### config.mk
export PLATFORM = sky130hd
export DESIGN_NAME = pulse_stretcher
export DESIGN_NICKNAME = d
export VERILOG_FILES = /design/src/rtl/pulse_stretcher.sv
export SDC_FILE = /design/constraint.sdc
export NUM_CORES = 1
export LEC_CHECK = 0
export ABC_AREA = 1
export CAP_MARGIN = 20
export CORE_MARGIN = 2
export CORE_UTILIZATION = 60
export CTS_CLUSTER_SIZE = 20
export DETAILED_ROUTE_END_ITERATION = 8
export PLACE_DENSITY = 0.92
export SYNTH_ARGS = -nofsm -noshare
export SYNTH_HDL_FRONTEND = slang
export SYNTH_SLANG_ARGS = --single-unit
export TNS_END_PERCENT = 5
### constraint.sdc
create_clock -name clk -period 4.3 [get_ports clk]
set_clock_uncertainty 0.1 [all_clocks]
set_input_delay 0.43 -clock clk [delete_from_list [all_inputs] [get_ports clk]]
set_output_delay 0.43 -clock clk [all_outputs]
set_load 0.03 [all_outputs]
### src/rtl/pulse_stretcher.sv
// Pulse stretcher: turns rising edges on trig into pulses HOLD cycles high, at least GAP cycles apart.
// Events that arrive mid-pulse are counted and replayed in order; drops on a full queue set a sticky flag.
module pulse_stretcher #(
  parameter int HOLD   = 10000,
  parameter int GAP    = 10000,
  parameter int PEND_W = 4,
  parameter int CW     = 21
) (
  input  logic              clk,
  input  logic              reset,
  input  logic              trig,
  input  logic              clr_ovf,
  output logic              out,
  output logic              busy,
  output logic [PEND_W-1:0] pending,
  output logic              overflow
);

  typedef enum logic [1:0] {IDLE, HIGH, LOW} state_t;

  localparam logic [CW-1:0]     HOLD_END = CW'(HOLD - 1);
  localparam logic [CW-1:0]     GAP_END  = CW'(GAP - 1);
  localparam logic [PEND_W-1:0] PEND_MAX = '1;

  state_t            state_q, state_d;
  logic [CW-1:0]     count_q, count_d;
  logic              out_q, out_d;
  logic [PEND_W-1:0] pend_q, pend_d;
  logic              ovf_q, ovf_d;
  logic              trig_q;
  logic              ev, want, start;

  // Queue update: a starting pulse eats the fresh event if there is one, else a queued one.
  function automatic logic [PEND_W-1:0] pend_update(input logic [PEND_W-1:0] p,
                                                    input logic ev_i, input logic start_i);
    logic [PEND_W-1:0] r;
    r = p;
    if (start_i && !ev_i)               r = p - PEND_W'(1);
    else if (!start_i && ev_i && p != PEND_MAX) r = p + PEND_W'(1);
    return r;
  endfunction

  function automatic logic dropped(input logic [PEND_W-1:0] p, input logic ev_i,
                                   input logic start_i);
    return ev_i && !start_i && (p == PEND_MAX);
  endfunction

  assign ev   = trig & ~trig_q;
  assign want = ev | (pend_q != '0);

  always_ff @(posedge clk) begin
    trig_q <= trig;
    if (reset) begin
      state_q <= IDLE;
      count_q <= '0;
      out_q   <= 1'b0;
      pend_q  <= '0;
      ovf_q   <= 1'b0;
    end else begin
      state_q <= state_d;
      count_q <= count_d;
      out_q   <= out_d;
      pend_q  <= pend_d;
      ovf_q   <= ovf_d;
    end
  end

  always_comb begin
    state_d = state_q;
    count_d = count_q;
    start   = 1'b0;
    case (state_q)
      IDLE: begin
        if (want) begin
          state_d = HIGH;
          count_d = '0;
          start   = 1'b1;
        end
      end
      HIGH: begin
        if (count_q == HOLD_END) begin
          state_d = LOW;
          count_d = '0;
        end else begin
          count_d = count_q + CW'(1);
        end
      end
      LOW: begin
        if (count_q == GAP_END) begin
          count_d = '0;
          if (want) begin
            state_d = HIGH;
            start   = 1'b1;
          end else begin
            state_d = IDLE;
          end
        end else begin
          count_d = count_q + CW'(1);
        end
      end
      default: begin
        state_d = IDLE;
        count_d = '0;
      end
    endcase
  end

  // Set beats clear when a drop coincides with clr_ovf.
  always_comb begin
    out_d  = (state_d == HIGH);
    pend_d = pend_update(pend_q, ev, start);
    ovf_d  = dropped(pend_q, ev, start) | (ovf_q & ~clr_ovf);
    busy   = (state_q != IDLE);
  end

  assign out      = out_q;
  assign pending  = pend_q;
  assign overflow = ovf_q;

endmodule

run_1/final_congestion.png
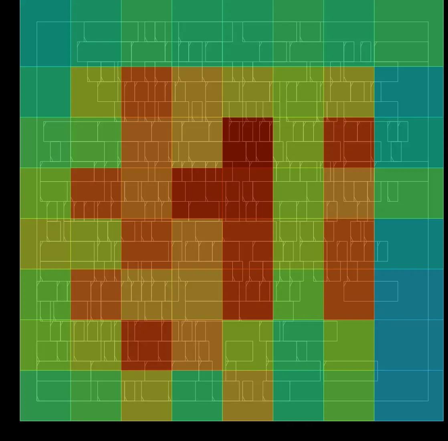
met3 Use GR: 6.47%
met2 Resource Use GR: 40.6%
met1 usage: 29.5%

run_1/drive_strength.png
Bar = 20 um.
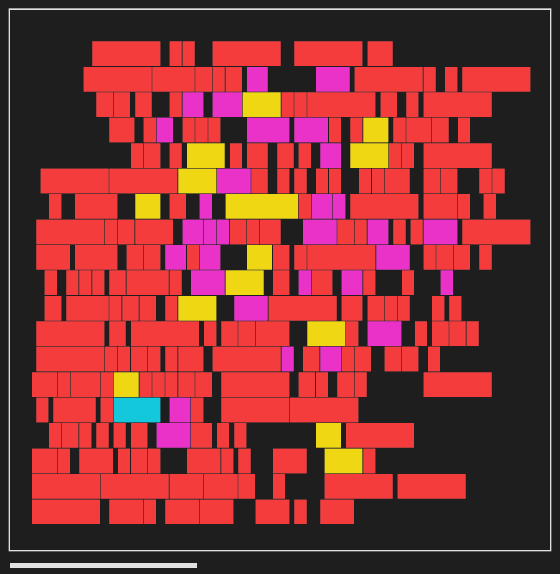
[yellow] drive 3 to 4 | cells: 14
[cyan] drive 6 and up | cells: 1
[red] drive 1 or less | cells: 200
[magenta] drive 2 | cells: 31

run_1/met1.png
Bar = 20 um. Supply wires on this layer in grey. Cells faint in the background.
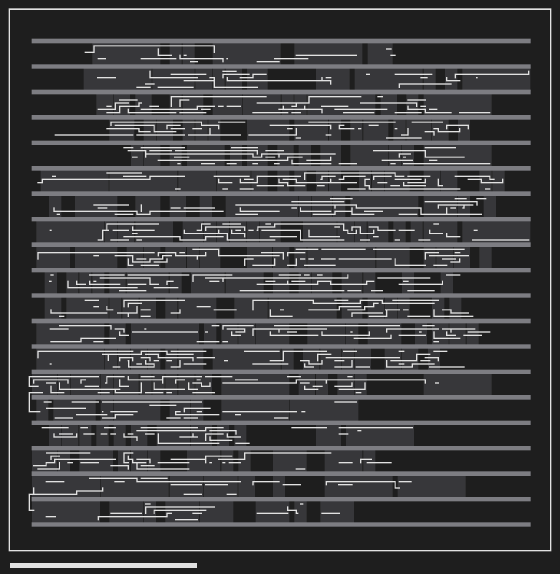
share of all routed wire: 45%
longest straight run: 15.2 um
wire length on this layer: 1,590 um
nets with wire on the layer: 236

==> ci_impl_report.md, run 1 <==
## Implementation flow summary

| Metric | Value |
|---|---|
| Run status | complete, no violations |
| Antenna violations before repair | 0 |
| N_taps | 31 |
| Met1 Wirelength | 1590 um |
| Kind of critical path | primary input to flip-flop |
| Most used routing layer | met2 |
| Mux contribution to synthesized area | 0.650% |
| R2R Path End | count_q[20] |
| Max Freq | 0.403 GHz |
| Post-CTS resize count | 0 |
| Main power group | combinational logic |
| Worst Setup Slack, final | 1.82 ns |
| Multi-input gate count | 160 |
| Switching pwr | 0.389 mW |
| Max Root-Sink Buffers | 2 |
| CP required | 4.50 ns |
| R2r worst-path depth | 9 |
| Yosys stat area | 0.00173 mm^2 |
| Max Slew Vio Count | 0 |
| Starting DRC count in detailed routing | 80 |
| Final Hold Viols | 0 |
| Cts-stage hold buffer count | 0 |
| Inverter count | 38 |
| Biggest Area Class | multi-input combinational cells |
| Total iterations of the first detailed-routing run | 4 |
| Via Count | 1,520 |
| YS warnings | 0 |
| Cell at the slowest stage of the critical path | nor2_2 |
| Rows | 19 |
| Port bufs | 10 |
| CTS tree | yes |
| P&R area growth vs syn | 9.90% |
| DR vias/cell | 5.49 |
| Post-synth EDFFs | 0 |
| Combinational logic power | 0.388 mW |
| CTS sink count | 30 |
| Final Core Density | 69.0% |
| Max layer used | met4 |
| Ys flop type | dfxtp_1 |
| Flop2flop setup slack | 1.89 ns |
| Synth Instances | 231 |
| Register area | 601 um^2 |
| Dpl hpwl | 2600 um |
| Setup Viol. Count Final | 0 |
| Ys flops | 30 |
| Ant diodes | 0 |
| Starting Density | 62.8% |
| Slew HR | 61.7% |
| H-Tree Level Count | 2 |
| CP cell instances | clkdlybuf4s50_1 > nand2_4 > nand3_2 > nor2_2 > inv_2 > a21oi_2 > inv_2 > a21oi_1 > o21a_1 |
| Final Power | 0.914 mW |
| Worst hold path depth | 2 |
| Most common cell on crit path | inv_2 |
| Clock Tree Root | clkbuf_4 |
| P_clk | 0.180 mW |
| RSZ-0062 raised after global routing | no |
| Seq pwr share | 37.9% |
| DP Area | 0.00184 mm^2 |
| Period minus WS final | 2.48 ns |
| Mapped cell area | 0.00173 mm^2 |
| Late-Pin Clk Latency | 0.35 ns |
| Core area | 0.00276 mm^2 |
| Top delay family on crit path | buffers and inverters |
| Netlist cell types | 34 |
| Layout cells sized above 1 | 18.7% |
| Nets | 255 |
| Post-synthesis sequential area ratio | 34.7% |
| Grt total ovfl | 0 |
| Logic share of the area | 50.5% |
| NonClk Buf Share | 5.26% |
| Count leader, synth | nand2_1 |
| Number of buffers and inverters on the critical path | 3 |
| WL/cell | 12.7 um |
| Commonest Layout Cell | nand2_1 |
| TritonCTS Buffers | 5 |
| FFs & Latches | 30 |
| Top cells by count, synth | nand2_1, inv_1, dfxtp_1, nor2_1, a21oi_1 |
| Syn_area_per_cell | 7.50 um^2 |
| Met3 routed WL | 132 um |
| Place WS | 1.47 ns |
| Synth Area in Compound Gates | 14.1% |
-- run 1: flip-flops by register name (all words and copies together) (netlist names) --
register and cells:
count_q 21, trig_q 1, overflow 1, out 1, state_q 2, pending 4
-- run 1: worst register-to-register path, stage by stage (launching register included) --
cell and delay, ns:
dfxtp_1 0.35, inv_1 0.10, ha_1 0.17, inv_1 0.08
nor2_2 0.47, inv_2 0.18, a21oi_2 0.41, inv_2 0.22
a21oi_1 0.16, o21a_1 0.12
-- run 1: how the worst max path moves through the flow --
stage	from	endpoint	slack (ns)	depth (start not counted)
2_1_floorplan	count_q[0]	pending[2]	2.22	16
3_3_place_gp	trig	count_q[20]	1.56	9
3_5_place_dp	trig	count_q[20]	1.47	9
4_1_cts	trig	count_q[20]	1.80	9
5_1_grt	trig	count_q[20]	1.62	9
6_report	trig	count_q[20]	1.82	9
run_1/met2.png
Bar = 20 um. Cells faint in the background.
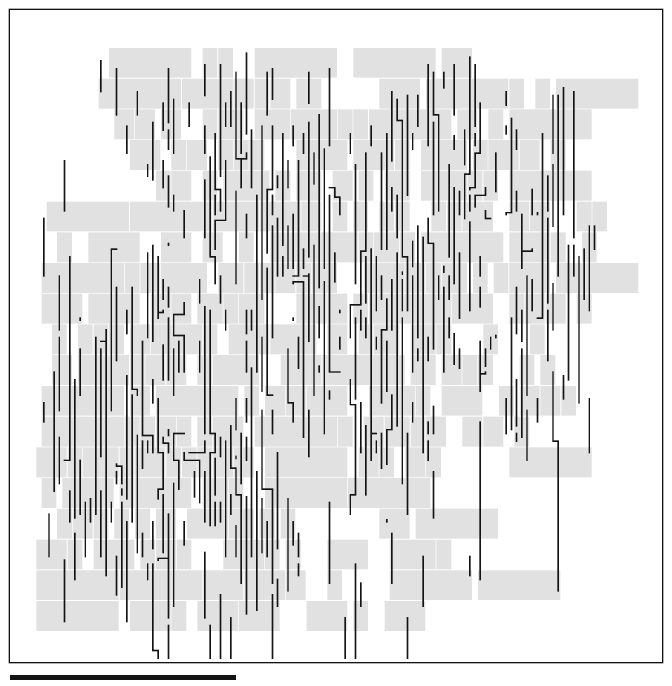

==> run 2: changes to the inputs <==
--- a/config.mk
+++ b/config.mk
@@ -8,10 +8,10 @@
 export ABC_AREA = 1
 export CAP_MARGIN = 20
 export CORE_MARGIN = 2
-export CORE_UTILIZATION = 60
+export CORE_UTILIZATION = 52
 export CTS_CLUSTER_SIZE = 20
 export DETAILED_ROUTE_END_ITERATION = 8
-export PLACE_DENSITY = 0.92
+export PLACE_DENSITY = 0.85
 export SYNTH_ARGS = -nofsm -noshare
 export SYNTH_HDL_FRONTEND = slang
 export SYNTH_SLANG_ARGS = --single-unit
==> constraint.sdc (replaced) <==
create_clock -name clk -period 2.1 [get_ports clk]
set_clock_uncertainty 0.1 [all_clocks]
set_input_delay 0.21 -clock clk [delete_from_list [all_inputs] [get_ports clk]]
set_output_delay 0.21 -clock clk [all_outputs]
set_load 0.03 [all_outputs]
run_2/met2.png
Bar = 20 um. Cells faint in the background.
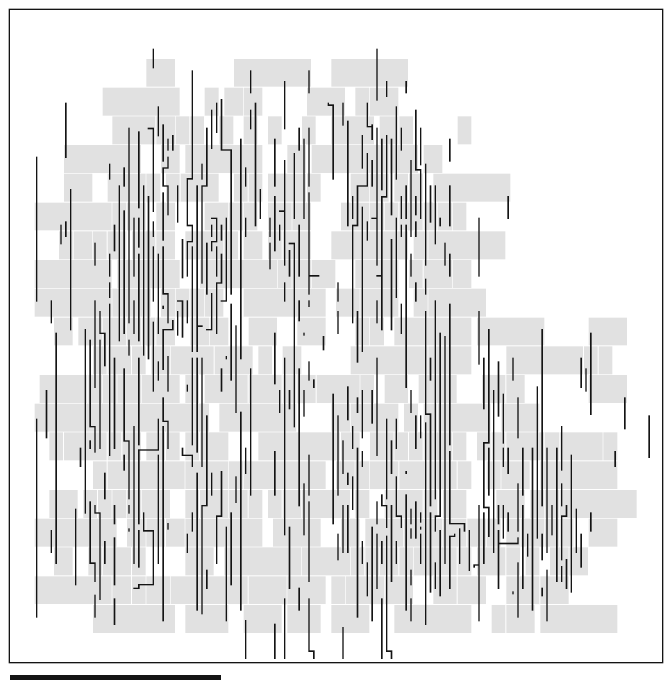
main direction: vertical
longest straight run: 21.8 um
wire length on this layer: 1,820 um
share of all routed wire: 48%

run_2/drive_strength.png
Bar = 20 um.
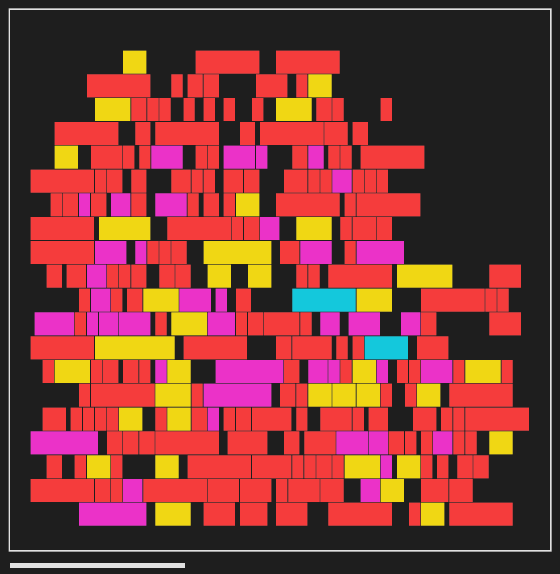
[cyan] drive 6 and up | cells: 2
[yellow] drive 3 to 4 | cells: 35
[red] drive 1 or less | cells: 184
[magenta] drive 2 | cells: 41

run_2/zoom.png
Bar = 10 um. Window x 11 to 51, y 0 to 40 um. Cells in grey, sequential cells in the stronger grey; small squares are vias.
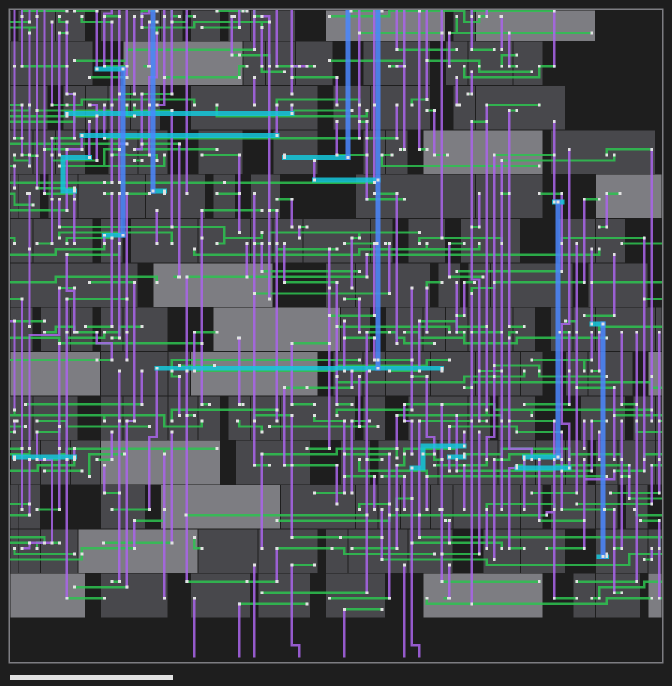
[purple] met2
[blue] met4
[cyan] met3
[green] met1
sequential cells in the window: 14
most frequent: inv_1 (16), nand2_1 (15)
cells with their middle in the window: 157
netlist names of flops here include: count_q (8), pending (2), state_q (2)

==> ci_impl_report.md, run 2 <==
## Implementation flow summary

| Metric | Value |
|---|---|
| Cell taking the most area after synthesis | dfxtp_1 |
| First-pass GRT wire length | 6210 um |
| Mapped cell area | 0.00173 mm^2 |
| Top cells by count, synth | nand2_1, inv_1, dfxtp_1, nor2_1, a21oi_1 |
| Kind of critical path | flip-flop to flip-flop |
| Ys flop type | dfxtp_1 |
| TritonCTS Buffers | 5 |
| Final Hold Viols | 0 |
| Setup Viol. Count Final | 1 |
| Top reg by flops | count_q |
| Layout Cells excl Fill | 306 |
| Largest net degree at the start of global routing | 14 |
| Nets | 271 |
| Main power group | combinational logic |
| Period minus WS final | 2.16 ns |
| Rows | 20 |
| WL final | 3810 um |
| Number of buffers and inverters on the critical path | 3 |
| CP cell instances | ha_4 > nand2_4 > nor2_4 > nand3_2 > nor2_4 > nand3_2 > nand2_4 > nand3_4 > nand2_2 > inv_2 > ha_2 > inv_2 > nand2_2 > xnor2_1 > o211ai_1 > inv_1 |
| Combinational logic power | 1.09 mW |
| Post-synth EDFFs | 0 |
| H-Tree Level Count | 2 |
| Clock Tree Root | clkbuf_4 |
| DP Area | 0.00198 mm^2 |
| Seq pwr | 0.700 mW |
| Place WS | -0.108 ns |
| RSZ-0062 raised after global routing | yes |
| Dpl hpwl | 2770 um |
| Vias in the first global route | 1,455 |
| YS warnings | 0 |
| Area share, top type | 34.7% |
| Nonclk buf count | 26 |
| Crit share post-route | 103% |
| Yosys cell count | 231 |
| Worst Setup End Kind | flip-flop |
| Register area | 606 um^2 |
| Leakage | 0.832 nW |
| WL/cell | 12.4 um |
| Final Core Density | 68.4% |
| Max Root-Sink Buffers | 2 |
| CTS sink count | 30 |
| Post-synthesis sequential area ratio | 34.7% |
| Netlist cell types | 34 |
| Worst Hold Class | primary input to flip-flop |
| Commonest Layout Cell | nand2_1 |
| Fin Setup TNS | -0.0557 ns |
| Ys flops | 30 |
| Slew HR | 78.4% |
| Via Count | 1,568 |
| Run status | complete, but fails checks |
| GPL Wtd Cong | 0.903 |
| N_taps | 44 |
| Logic pwr share | 50.7% |
| Starting Density | 55.8% |
| Cell at the slowest stage of the critical path | dfxtp_2 |
| Total iterations of the first detailed-routing run | 4 |
| Global-route usage over all layers | 22.6% |
| Grt total ovfl | 0 |
| Clock buffer count | 7 |
| NonClk Buf Share | 10.9% |
| FFs & Latches | 30 |
| Inverter count | 38 |
| CP arrival | 2.30 ns |
| Multi-input gate count | 160 |
| Count leader, synth | nand2_1 |
| Port bufs | 10 |
| P_clk | 0.365 mW |
| Synth Instances | 231 |
| Worst Setup Slack, final | -0.0557 ns |
| Internal power | 1.26 mW |
| Final Power | 2.16 mW |
| Number of max-cap violations | 0 |
| Fin area | 0.00212 mm^2 |
| Worst-path fanout max | 4 |
| P&R area growth vs syn | 22.5% |
| Top non-seq family | simple AND/OR/NAND/NOR gates |
| Remaining DRCs | 0 |
| Synth Area in Compound Gates | 14.1% |
| Die Wd | 61.7 um |
| Max Freq | 0.464 GHz |
| Sw Share | 41.6% |
| Mux contribution to synthesized area | 0.650% |
| Top delay family on crit path | simple AND/OR/NAND/NOR gates |
| Biggest Area Class | multi-input combinational cells |
| Critical path startpoint category | flip-flop |
| Largest register FFs | 21 |
| Logic share of the area | 48.4% |
| Async set-reset flop share out of synthesis | 0% |
| Seq pwr share | 32.4% |
| DR vias/cell | 5.12 |
| Cell area leaders | dfxtp_1, nand2_1, inv_1, nor2_1, a21oi_1 |
| Syn_area_per_cell | 7.50 um^2 |
| Starting DRC count in detailed routing | 68 |
| CTS tree | yes |
| Switching pwr | 0.898 mW |
| Tally of filler cells in the layout | 253 |
| Worst slew pin tran | 0.322 ns |
| Yosys stat area | 0.00173 mm^2 |
| Antenna violations before repair | 0 |
| Max Slew Vio Count | 0 |
| Die Ht | 61.7 um |
| Die area | 0.00381 mm^2 |
| Maximum vdd drop | 743 uV |
| CP required | 2.24 ns |
| Clock buf/inv share | 2.83% |
| Post-Synth Adder-Cell Area | 4.34% |
| Fraction of area in registers | 28.5% |
| Ant diodes | 0 |
| Layout cells sized above 1 | 29.8% |
| Late-Pin Clk Latency | 0.34 ns |
| Reg clk slew, reported paths | 0.10 ns |
| Comb area | 0.00103 mm^2 |
| Failing checks | setup timing |
| Core area | 0.00310 mm^2 |
==> run 2: cell counts after synthesis <==
Identical to the previous run, type by type.
==> run 2: final timing paths <==
| check | from | end | slack, ns | cells past startpoint |
|---|---|---|---|---|
| max | count_q[1] | pending[2] | -0.06 | 16 |
| min | trig | trig_q | 0.29 | 1 |
| max reg2reg | count_q[1] | pending[2] | -0.06 | 16 |
| min reg2reg | overflow | overflow | 0.38 | 2 |
==> run 2: timing repair <==
action                                  CTS  global route
setup buffers                             0             2
hold endpoints to repair                  0             0
pin swaps                                 0            11
endpoints found under the setup margin    2             8
gates resized                             4            19
hold buffers                              0             0
==> run 2: metal layers <==
layer | GRT usage (%) | part of all wire (%)
met3 | 7.45 | 3.1
met5 | 0 | 0
met1 | 28.4 | 46
met2 | 35.3 | 48
met4 | 10.3 | 3.0
Power is estimated from default activity; no workload was simulated.
